==> src/rtl/alu_exec_stage_if.sv <==
// Handshake bundle between register-read, the execute-stage ALU and memory/writeback.
// The upstream/downstream side uses master and the ALU stage uses slave.
interface alu_exec_stage_if #(
    parameter int WIDTH = 32
);
    logic             in_valid;
    logic             in_ready;
    logic [3:0]       alu_ctrl;
    logic [WIDTH-1:0] op_a;
    logic [WIDTH-1:0] op_b;
    logic             out_valid;
    logic             out_ready;
    logic [WIDTH-1:0] result;
    logic             branch_taken;
    logic             zero;
    logic             illegal;

    modport master (
        output in_valid, alu_ctrl, op_a, op_b, out_ready,
        input  in_ready, out_valid, result, branch_taken, zero, illegal
    );

    modport slave (
        input  in_valid, alu_ctrl, op_a, op_b, out_ready,
        output in_ready, out_valid, result, branch_taken, zero, illegal
    );
endinterface

==> src/rtl/alu_exec_stage.sv <==
// Execute-stage ALU: single-cycle logic/arith/branch ops, 1-bit-per-cycle serial shifter,
// valid/ready on both sides with a registered result held until downstream takes it.
module alu_exec_stage #(
    parameter int WIDTH   = 32,
    parameter int SHAMT_W = 5
) (
    input  logic              clk,
    input  logic              rst,
    alu_exec_stage_if.slave   bus
);

    localparam logic [3:0] C_AND  = 4'b0000;
    localparam logic [3:0] C_OR   = 4'b0001;
    localparam logic [3:0] C_ADD  = 4'b0010;
    localparam logic [3:0] C_SLL  = 4'b0011;
    localparam logic [3:0] C_SLT  = 4'b0100;
    localparam logic [3:0] C_SRL  = 4'b0101;
    localparam logic [3:0] C_SUB  = 4'b0110;
    localparam logic [3:0] C_SRA  = 4'b0111;
    localparam logic [3:0] C_XOR  = 4'b1000;
    localparam logic [3:0] C_BNE  = 4'b1001;
    localparam logic [3:0] C_BEQ  = 4'b1010;
    localparam logic [3:0] C_BLT  = 4'b1011;
    localparam logic [3:0] C_BGE  = 4'b1100;
    localparam logic [3:0] C_PASS = 4'b1101;

    typedef enum logic [1:0] {IDLE, SHIFT, DONE} state_t;

    state_t               state, state_nxt;
    logic                 in_ready_c;
    logic                 out_valid_c;
    logic                 accept;
    logic [SHAMT_W-1:0]   shamt;
    logic [SHAMT_W-1:0]   cnt_p1;
    logic [3:0]           sh_ctrl_p1;
    logic [WIDTH-1:0]     sh_p1;
    logic [WIDTH-1:0]     sh_next;
    logic [WIDTH-1:0]     result_p1;
    logic                 branch_p1;
    logic                 illegal_p1;
    logic                 start_shift;
    logic                 last_shift;

    function automatic logic is_shift(input logic [3:0] c);
        return (c == C_SLL) || (c == C_SRL) || (c == C_SRA);
    endfunction

    function automatic logic is_illegal(input logic [3:0] c);
        return (c == 4'b1110) || (c == 4'b1111);
    endfunction

    // Single-cycle result; shift codes only reach here with shamt == 0, so they pass op_a.
    function automatic logic [WIDTH-1:0] alu_result(input logic [3:0]       c,
                                                    input logic [WIDTH-1:0] a,
                                                    input logic [WIDTH-1:0] b);
        logic signed [WIDTH-1:0] sa;
        logic signed [WIDTH-1:0] sb;
        sa = signed'(a);
        sb = signed'(b);
        case (c)
            C_AND:                      return a & b;
            C_OR:                       return a | b;
            C_ADD:                      return a + b;
            C_SUB:                      return a - b;
            C_XOR:                      return a ^ b;
            C_SLT:                      return {{(WIDTH-1){1'b0}}, (sa < sb)};
            C_SLL, C_SRL, C_SRA:        return a;
            C_BNE, C_BEQ, C_BLT, C_BGE: return a - b;
            C_PASS:                     return b;
            default:                    return '0;
        endcase
    endfunction

    function automatic logic branch_cond(input logic [3:0]       c,
                                         input logic [WIDTH-1:0] a,
                                         input logic [WIDTH-1:0] b);
        logic signed [WIDTH-1:0] sa;
        logic signed [WIDTH-1:0] sb;
        sa = signed'(a);
        sb = signed'(b);
        case (c)
            C_BNE:   return a != b;
            C_BEQ:   return a == b;
            C_BLT:   return sa < sb;
            C_BGE:   return sa >= sb;
            default: return 1'b0;
        endcase
    endfunction

    function automatic logic [WIDTH-1:0] shift_one(input logic [3:0]       c,
                                                   input logic [WIDTH-1:0] v);
        case (c)
            C_SLL:   return {v[WIDTH-2:0], 1'b0};
            C_SRL:   return {1'b0, v[WIDTH-1:1]};
            default: return {v[WIDTH-1], v[WIDTH-1:1]};
        endcase
    endfunction

    assign shamt       = bus.op_b[SHAMT_W-1:0];
    assign accept      = bus.in_valid && in_ready_c;
    assign start_shift = accept && is_shift(bus.alu_ctrl) && (shamt != '0);
    assign last_shift  = (state == SHIFT) && (cnt_p1 <= SHAMT_W'(1));
    assign sh_next     = shift_one(sh_ctrl_p1, sh_p1);

    always_ff @(posedge clk) begin
        if (rst) begin
            state <= IDLE;
        end else begin
            state <= state_nxt;
        end
    end

    always_comb begin
        state_nxt = state;
        case (state)
            IDLE: begin
                if (accept) begin
                    state_nxt = start_shift ? SHIFT : DONE;
                end
            end
            SHIFT: begin
                if (last_shift) begin
                    state_nxt = DONE;
                end
            end
            DONE: begin
                if (accept) begin
                    state_nxt = start_shift ? SHIFT : DONE;
                end else if (bus.out_ready) begin
                    state_nxt = IDLE;
                end
            end
            default: state_nxt = IDLE;
        endcase
    end

    always_comb begin
        in_ready_c  = 1'b0;
        out_valid_c = 1'b0;
        case (state)
            IDLE:    in_ready_c = 1'b1;
            DONE: begin
                out_valid_c = 1'b1;
                in_ready_c  = bus.out_ready;
            end
            default: ;
        endcase
    end

    // Stage p1: shift counter (control, reset with the FSM)
    always_ff @(posedge clk) begin
        if (rst) begin
            cnt_p1 <= '0;
        end else if (start_shift) begin
            cnt_p1 <= shamt;
        end else if (state == SHIFT) begin
            cnt_p1 <= cnt_p1 - SHAMT_W'(1);
        end
    end

    // Stage p1: serial shifter working register, only meaningful while in SHIFT
    always_ff @(posedge clk) begin
        if (start_shift) begin
            sh_p1      <= bus.op_a;
            sh_ctrl_p1 <= bus.alu_ctrl;
        end else if (state == SHIFT) begin
            sh_p1      <= sh_next;
        end
    end

    // Stage p1: registered outputs; loaded only when an op completes, so they hold during stalls
    always_ff @(posedge clk) begin
        if (rst) begin
            result_p1  <= '0;
            branch_p1  <= 1'b0;
            illegal_p1 <= 1'b0;
        end else if (accept && !start_shift) begin
            result_p1  <= alu_result(bus.alu_ctrl, bus.op_a, bus.op_b);
            branch_p1  <= branch_cond(bus.alu_ctrl, bus.op_a, bus.op_b);
            illegal_p1 <= is_illegal(bus.alu_ctrl);
        end else if (last_shift) begin
            result_p1  <= sh_next;
            branch_p1  <= 1'b0;
            illegal_p1 <= 1'b0;
        end
    end

    assign bus.in_ready     = in_ready_c;
    assign bus.out_valid    = out_valid_c;
    assign bus.result       = result_p1;
    assign bus.branch_taken = branch_p1;
    assign bus.illegal      = illegal_p1;
    assign bus.zero         = out_valid_c && (result_p1 == '0);

endmodule

==> src/flat_wrapper.sv <==
// flat-port wrapper written by rule: the top's interface ports become plain ports
module alu_exec_stage_flat 
#(
    parameter int WIDTH   = 32,
    parameter int SHAMT_W = 5
)
  (clk, rst, bus_in_valid, bus_alu_ctrl, bus_op_a, bus_op_b, bus_out_ready, bus_in_ready, bus_out_valid, bus_result, bus_branch_taken, bus_zero, bus_illegal);
  alu_exec_stage_if #(.WIDTH(WIDTH)) bus_i ();
  input  logic clk;
  input  logic rst;
  input wire logic [$bits(bus_i.in_valid)-1:0] bus_in_valid;
  input wire logic [$bits(bus_i.alu_ctrl)-1:0] bus_alu_ctrl;
  input wire logic [$bits(bus_i.op_a)-1:0] bus_op_a;
  input wire logic [$bits(bus_i.op_b)-1:0] bus_op_b;
  input wire logic [$bits(bus_i.out_ready)-1:0] bus_out_ready;
  output wire logic [$bits(bus_i.in_ready)-1:0] bus_in_ready;
  output wire logic [$bits(bus_i.out_valid)-1:0] bus_out_valid;
  output wire logic [$bits(bus_i.result)-1:0] bus_result;
  output wire logic [$bits(bus_i.branch_taken)-1:0] bus_branch_taken;
  output wire logic [$bits(bus_i.zero)-1:0] bus_zero;
  output wire logic [$bits(bus_i.illegal)-1:0] bus_illegal;
  assign bus_i.in_valid = bus_in_valid;
  assign bus_i.alu_ctrl = bus_alu_ctrl;
  assign bus_i.op_a = bus_op_a;
  assign bus_i.op_b = bus_op_b;
  assign bus_i.out_ready = bus_out_ready;
  assign bus_in_ready = bus_i.in_ready;
  assign bus_out_valid = bus_i.out_valid;
  assign bus_result = bus_i.result;
  assign bus_branch_taken = bus_i.branch_taken;
  assign bus_zero = bus_i.zero;
  assign bus_illegal = bus_i.illegal;
  alu_exec_stage #(.WIDTH(WIDTH), .SHAMT_W(SHAMT_W)) u_core (.clk(clk), .rst(rst), .bus(bus_i));
endmodule
==> config.mk <==
export PLATFORM = sky130hd
export DESIGN_NAME = alu_exec_stage_flat
export DESIGN_NICKNAME = d
export VERILOG_FILES = /design/src/rtl/alu_exec_stage_if.sv /design/src/rtl/alu_exec_stage.sv /design/src/flat_wrapper.sv
export SDC_FILE = /design/constraint.sdc
export NUM_CORES = 1
export LEC_CHECK = 0
export CAP_MARGIN = 40
export CORE_ASPECT_RATIO = 0.7
export CORE_UTILIZATION = 50
export CTS_CLUSTER_DIAMETER = 150
export DETAILED_ROUTE_END_ITERATION = 8
export GPL_TIMING_DRIVEN = 0
export PLACE_DENSITY = 0.75
export SLEW_MARGIN = 20
export SYNTH_ARGS = -nofsm -noshare
export SYNTH_HDL_FRONTEND = slang
export SYNTH_SLANG_ARGS = --single-unit
==> constraint.sdc <==
create_clock -name clk -period 3.86 [get_ports clk]
set_input_delay 1.158 -clock clk [delete_from_list [all_inputs] [get_ports clk]]
set_output_delay 1.158 -clock clk [all_outputs]
set_load 0.01 [all_outputs]
==> out/metrics.json, run 1 <==
{
  "power-top-group": "combinational cells",
  "cp-start-kind": "input pin",
  "netlist.area_leader.share_pct": 14.9,
  "postSynthNetCount": 1418,
  "run_status": "finished with violations",
  "slew-limit-headroom_pct": 38.5,
  "post_synth_num_cell_types": 76,
  "yosys_cells": 1234,
  "ff_latch_area_mm2": 0.00190,
  "postSynthRegisterBits": 77,
  "netlist_area_pre_place_mm2": 0.00924,
  "floorplanUtilization_pct": 51.2,
  "power.combinational.fraction_pct": 45.0,
  "timing.rr.end": "u_core.bus.result[8]",
  "placement_rows": 41,
  "io_pins": 109,
  "chip_area_mm2": 0.0190,
  "clkSlewWorstSetupHoldPaths_ns": 0.06,
  "final_common_cell": "nor2_1",
  "design.core.area_mm2": 0.0181,
  "path_cells": "clkdlybuf4s15_1 -> inv_1 -> ha_1 -> buf_6 -> nor2_2 -> nand3_2 -> a2111oi_4 -> nor3_2 -> o211ai_1 -> xnor2_1 -> o32ai_1 -> o21ai_1 -> a211oi_1",
  "detail_route.first_pass.iterations": 9,
  "cts_tree": "done",
  "hold_depth": 2,
  "synth.mux.area_fraction_pct": 3.79,
  "grt_pass1_wl_mm": 59.8,
  "holdPathEnd": "u_core.cnt_p1[4]",
  "cp-endpoint": "u_core.bus.result[23]",
  "cap_viol_max_count": 0,
  "highest-signal-layer": "met4",
  "fin_crit_ns": 3.89,
  "seqAreaFraction_pct": 15.8,
  "synth_async_sr_flop_share_pct": 0,
  "r2r-start": "u_core.sh_ctrl_p1[3]",
  "pre_cts_slack_ns": -1.40,
  "cts.repair_timing.setup_buffer_count": 15,
  "hold_start": "u_core.cnt_p1[4]",
  "timing.critical_path.arrival_ns": 4.08,
  "synth_area_per_cell_um2": 7.49,
  "initialDrtViolationCount": 1685,
  "grt_usage_pct": 42.4,
  "synth_top_cell_by_count": "nor2_1",
  "period_used_pct": 101,
  "hp-class": "flop to flop",
  "placement.cell_area_mm2": 0.0106,
  "insertion_delay_at_the_late_pin_of_the_worst_skew_pair_ns": 0.34,
  "timing.reg2reg.setup_slack_ns": 0.96,
  "non_clock_buffer_area_share_pct": 13.5,
  "cts_hold_buf": 0,
  "fraction_of_area_in_clock_buffers_and_inverters_pct": 2.63,
  "share_of_power_burned_in_the_clock_network_pct": 26.6,
  "viasPerCell": 6.89,
  "final.hold.worst_slack_ns": 0.505,
  "critical_path.max_fanout": 9,
  "predominant_post_synthesis_flop_cell": "dfxtp_1",
  "post-route-drc-count": 1,
  "num-multi-input-gates": 974,
  "number_of_global_route_vias_before_repair": 10200,
  "ctsResizeCount": 196,
  "failed_checks": "DRC, setup timing",
  "slew_viol_final": 0,
  "wire_per_inst_um": 25.6,
  "globalRouteOverflowTotal": 0,
  "worst-setup-path-type": "input pin to flop",
  "clock.fmax_mhz": 257,
  "internal_pwr_total_w": 0.00208,
  "critical_path.n_buffers_inverters": 3,
  "final_core_utilization_pct": 66.6,
  "number_of_antenna_violations_at_the_first_check_in_global_routing": 0,
  "n_antenna_cell": 0,
  "logic_area_mm2": 0.00750,
  "post_synth_ao_oa_area_fraction_pct": 32.5,
  "dr_wl_met2_mm": 17.0,
  "count_of_flip_flops_with_a_built_in_enable_after_synthesis": 36,
  "worst-endpoint-required_ns": 4.04,
  "critical_path.startpoint": "bus_op_a[12]",
  "openroad.warnings": 103,
  "post_synth_inst_count": 1234,
  "seq_cell_count": 77,
  "clk-power_w": 0.000915,
  "grt_start_max_net_pins": 33,
  "post_layout_nonfiller_instances": 1614,
  "share_of_total_power_in_sequential_cells_pct": 28.4,
  "maximum_root_to_sink_buffer_count": 2,
  "dp_cells": 1582,
  "nNonClkInverters": 100,
  "number_of_levels_in_the_clock_h_tree": 3,
  "nNetsFinal": 1557,
  "sh_comb_area_pct": 62.4,
  "power.density_mw_per_mm2": 286,
  "ys_sh_adder_pct": 15.3,
  "simple_gate_share_pct": 19.0,
  "route.met3.wl_mm": 5.60,
  "cts_inserted_buffers": 9,
  "seq-power_w": 0.000980,
  "finalSetupViolCount": 1,
  "synth_warnings": 0,
  "clkbuf_count": 10,
  "rr_worst_depth": 10,
  "biggest_combinational_cell_group_after_synthesis": "AND-OR/OR-AND gates",
  "switching_part_of_the_total_power_pct": 39.6,
  "setup_tns_ns": -0.0334,
  "lay_top_cells": "133 x nor2_1, 119 x a21oi_1, 89 x ha_1",
  "timing.final.ws_setup_ns": -0.0334,
  "p_leak_nw": 4.71,
  "portBuffers": 108,
  "die_y_um": 116,
  "flow.area_growth_from_synthesis_pct": 30.2,
  "switchingPower_w": 0.00136,
  "synth.top_cells.by_area": "ha_1 15%, edfxtp_1 12%, dfxtp_1 8.9%",
  "path_delay_family": "AND-OR/OR-AND gates",
  "yosysChipArea_mm2": 0.00924,
  "fin_area_mm2": 0.0120,
  "root_buffer": "clkbuf_16",
  "final_layout_size_suffix_gt1_share_pct": 17.3,
  "synth_seq_share_pct": 20.6,
  "drtAntennaViolNets": 0,
  "endpoint_kind": "flop",
  "slowest_cell_on_the_critical_path": "a2111oi_4",
  "yosysTopAreaCell": "ha_1",
  "final.signal_buffer_count": 211,
  "tapCellCount": 236,
  "dp_hpwl_mm": 31.1,
  "route.layer.met1.wl_mm": 16.7,
  "clock_sink_count": 77,
  "synthTopCellsByCount": "142 x nor2_1, 133 x a21oi_1, 110 x ha_1",
  "final_weighted_congestion_in_routability_driven_placement": 1.00,
  "worst-slew-pin-transition_ns": 0.923,
  "n_fill_cell": 1608,
  "largest_class": "logic gates",
  "synth.cellmix.xorXnorShare_pct": 1.33,
  "vdd_drop_max_uv": 205,
  "global_route.peak_usage_layer": "met2"
}
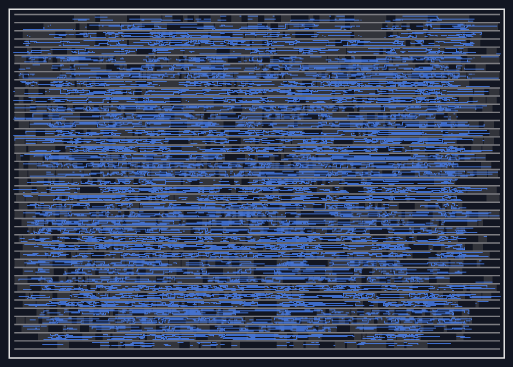
run_1/met1.png
(3 px per µm) Supply wires on this layer in grey. Cells faint in the background.
The longest straight run is 66.8 µm. The layer carries 16700 µm of wire. The layer holds 40% of the routed length.
grt met1 use: 57.8%
total length of routed wires: 41.3 mm
total number of vias: 11100

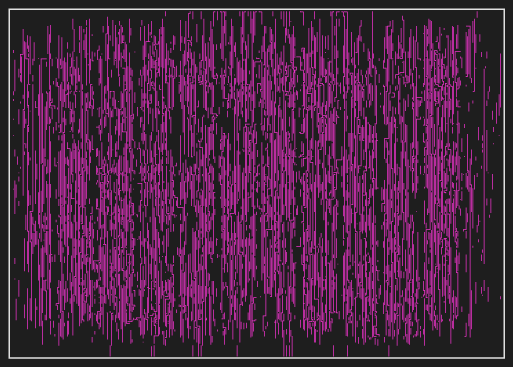
run_1/met2.png
(3 px per µm)
The layer holds 41% of the routed length. The layer carries 17000 µm of wire.
GR Layer Usage met2: 63.2%

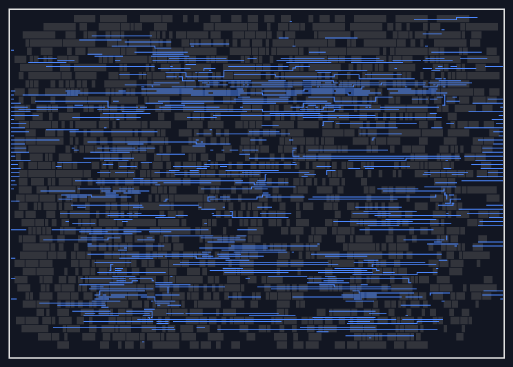
run_1/met3.png
(3 px per µm) Cells faint in the background.
The longest straight run is 86.0 µm. 334 nets have wire on it. The layer holds 14% of the routed length.
met3 Resource Use GR: 10.8%

==> inputs of run 2 (changes only) <==
TNS_END_PERCENT = 100   (was default)
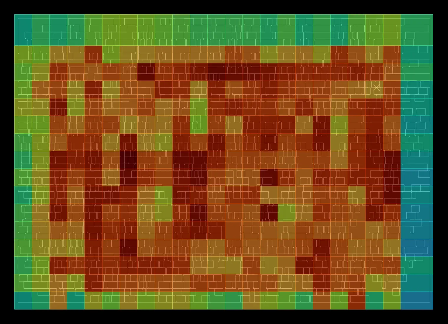
run_2/final_congestion.png
most congested layer reported by global routing: met2
Tot GR Track Use: 42.4%
final core utilization: 66.6%

==> run 2 against run 1 <==
  * The flow still finishes with violations (DRC, setup timing)
  * Via count unchanged
  * Clock skew stayed put
  * Critical path depth did not move
  * Final cell count unchanged
  * Worst hold slack did not move
  * Clock power hardly changed
  * Setup slack stayed put
  * Flip-flop count is the same
==> out/metrics.json, run 2 <==
{
  "critical_path.startpoint": "bus_op_a[12]",
  "p_leak_nw": 4.71,
  "finalHoldViolations": 0,
  "rr_worst_depth": 10,
  "path_delay_family": "AND-OR/OR-AND gates",
  "die_y_um": 116,
  "gr-usage-met3_pct": 10.8,
  "timing.final.ws_setup_ns": -0.0334,
  "switching_part_of_the_total_power_pct": 39.6,
  "cts_inserted_buffers": 9,
  "dp_cells": 1582,
  "worst-endpoint-required_ns": 4.04,
  "yosysChipArea_mm2": 0.00924,
  "num-multi-input-gates": 974,
  "fin_crit_ns": 3.89,
  "clkSlewWorstSetupHoldPaths_ns": 0.06,
  "globalRouteOverflowTotal": 0,
  "post_synth_inst_count": 1234,
  "power-top-group": "combinational cells",
  "nNonClkInverters": 100,
  "seq-power_w": 0.000980,
  "nNetsFinal": 1557,
  "cap_viol_max_count": 0,
  "final_common_cell": "nor2_1",
  "final.hold.worst_slack_ns": 0.505,
  "critical_path.n_buffers_inverters": 3,
  "synth.cellmix.xorXnorShare_pct": 1.33,
  "synth.mux.area_fraction_pct": 3.79,
  "synth_async_sr_flop_share_pct": 0,
  "yosys_cells": 1234,
  "placement_rows": 41,
  "r2r-start": "u_core.sh_ctrl_p1[3]",
  "dp_hpwl_mm": 31.1,
  "io_pins": 109,
  "power.density_mw_per_mm2": 286,
  "share_of_total_power_in_sequential_cells_pct": 28.4,
  "route.final.wire_length_mm": 41.3,
  "number_of_global_route_vias_before_repair": 10200,
  "synth.top_cells.by_area": "ha_1 15%, edfxtp_1 12%, dfxtp_1 8.9%",
  "n_fill_cell": 1608,
  "route.met3.wl_mm": 5.60,
  "cts_hold_buf": 0,
  "share_of_power_burned_in_the_clock_network_pct": 26.6,
  "n_antenna_cell": 0,
  "netlist.area_leader.share_pct": 14.9,
  "detailroute.via_count": 11100,
  "drtAntennaViolNets": 0,
  "path_cells": "clkdlybuf4s15_1 -> inv_1 -> ha_1 -> buf_6 -> nor2_2 -> nand3_2 -> a2111oi_4 -> nor3_2 -> o211ai_1 -> xnor2_1 -> o32ai_1 -> o21ai_1 -> a211oi_1",
  "route.layer.met1.wl_mm": 16.7,
  "slew_viol_final": 0,
  "seqAreaFraction_pct": 15.8,
  "final_weighted_congestion_in_routability_driven_placement": 1.00,
  "synth_area_per_cell_um2": 7.49,
  "worst-slew-pin-transition_ns": 0.923,
  "postSynthNetCount": 1418,
  "failed_checks": "DRC, setup timing",
  "synth_warnings": 0,
  "post_synth_ao_oa_area_fraction_pct": 32.5,
  "simple_gate_share_pct": 19.0,
  "cts_tree": "done",
  "timing.rr.end": "u_core.bus.result[8]",
  "count_of_flip_flops_with_a_built_in_enable_after_synthesis": 36,
  "slowest_cell_on_the_critical_path": "a2111oi_4",
  "endpoint_kind": "flop",
  "post_synth_num_cell_types": 76,
  "tapCellCount": 236,
  "run_status": "finished with violations",
  "initialDrtViolationCount": 1685,
  "clock_sink_count": 77,
  "seq_cell_count": 77,
  "flow.area_growth_from_synthesis_pct": 30.2,
  "switchingPower_w": 0.00136,
  "hp-class": "flop to flop",
  "chip_area_mm2": 0.0190,
  "final_layout_size_suffix_gt1_share_pct": 17.3,
  "design.core.area_mm2": 0.0181,
  "hold_depth": 2,
  "internal_pwr_total_w": 0.00208,
  "holdPathEnd": "u_core.cnt_p1[4]",
  "clkbuf_count": 10,
  "floorplanUtilization_pct": 51.2,
  "detail_route.first_pass.iterations": 9,
  "portBuffers": 108,
  "sh_comb_area_pct": 62.4,
  "number_of_levels_in_the_clock_h_tree": 3,
  "dr_wl_met2_mm": 17.0,
  "yosysTopAreaCell": "ha_1",
  "lay_top_cells": "133 x nor2_1, 119 x a21oi_1, 89 x ha_1",
  "met2_usage_pct": 63.2,
  "pre_cts_slack_ns": -1.40,
  "cts.repair_timing.setup_buffer_count": 15,
  "vdd_drop_max_uv": 205,
  "clock.fmax_mhz": 257,
  "post_layout_nonfiller_instances": 1614,
  "cp-start-kind": "input pin",
  "largest_class": "logic gates",
  "hold_start": "u_core.cnt_p1[4]",
  "grt_pass1_wl_mm": 59.8,
  "postSynthRegisterBits": 77,
  "synth_top_cell_by_count": "nor2_1",
  "finalSetupViolCount": 1,
  "period_used_pct": 101,
  "final.signal_buffer_count": 211,
  "highest-signal-layer": "met4",
  "post-route-drc-count": 1,
  "biggest_combinational_cell_group_after_synthesis": "AND-OR/OR-AND gates",
  "setup_tns_ns": -0.0334,
  "grt_start_max_net_pins": 33,
  "grt_use_met1_pct": 57.8,
  "synthTopCellsByCount": "142 x nor2_1, 133 x a21oi_1, 110 x ha_1",
  "fin_area_mm2": 0.0120,
  "cp-endpoint": "u_core.bus.result[23]",
  "slew-limit-headroom_pct": 38.5,
  "root_buffer": "clkbuf_16",
  "insertion_delay_at_the_late_pin_of_the_worst_skew_pair_ns": 0.34,
  "timing.critical_path.arrival_ns": 4.08,
  "maximum_root_to_sink_buffer_count": 2,
  "ys_sh_adder_pct": 15.3,
  "viasPerCell": 6.89,
  "fraction_of_area_in_clock_buffers_and_inverters_pct": 2.63,
  "number_of_antenna_violations_at_the_first_check_in_global_routing": 0,
  "netlist_area_pre_place_mm2": 0.00924,
  "predominant_post_synthesis_flop_cell": "dfxtp_1"
}
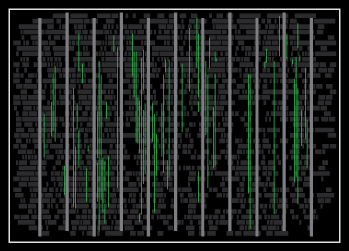
run_2/met4.png
(2 px per µm) Supply wires on this layer in grey. Cells faint in the background.
The wires run mostly vertical. The layer holds 4.9% of the routed length. The layer carries 2040 µm of wire.

No activity file was given, so power comes from the tool's default toggle rates.
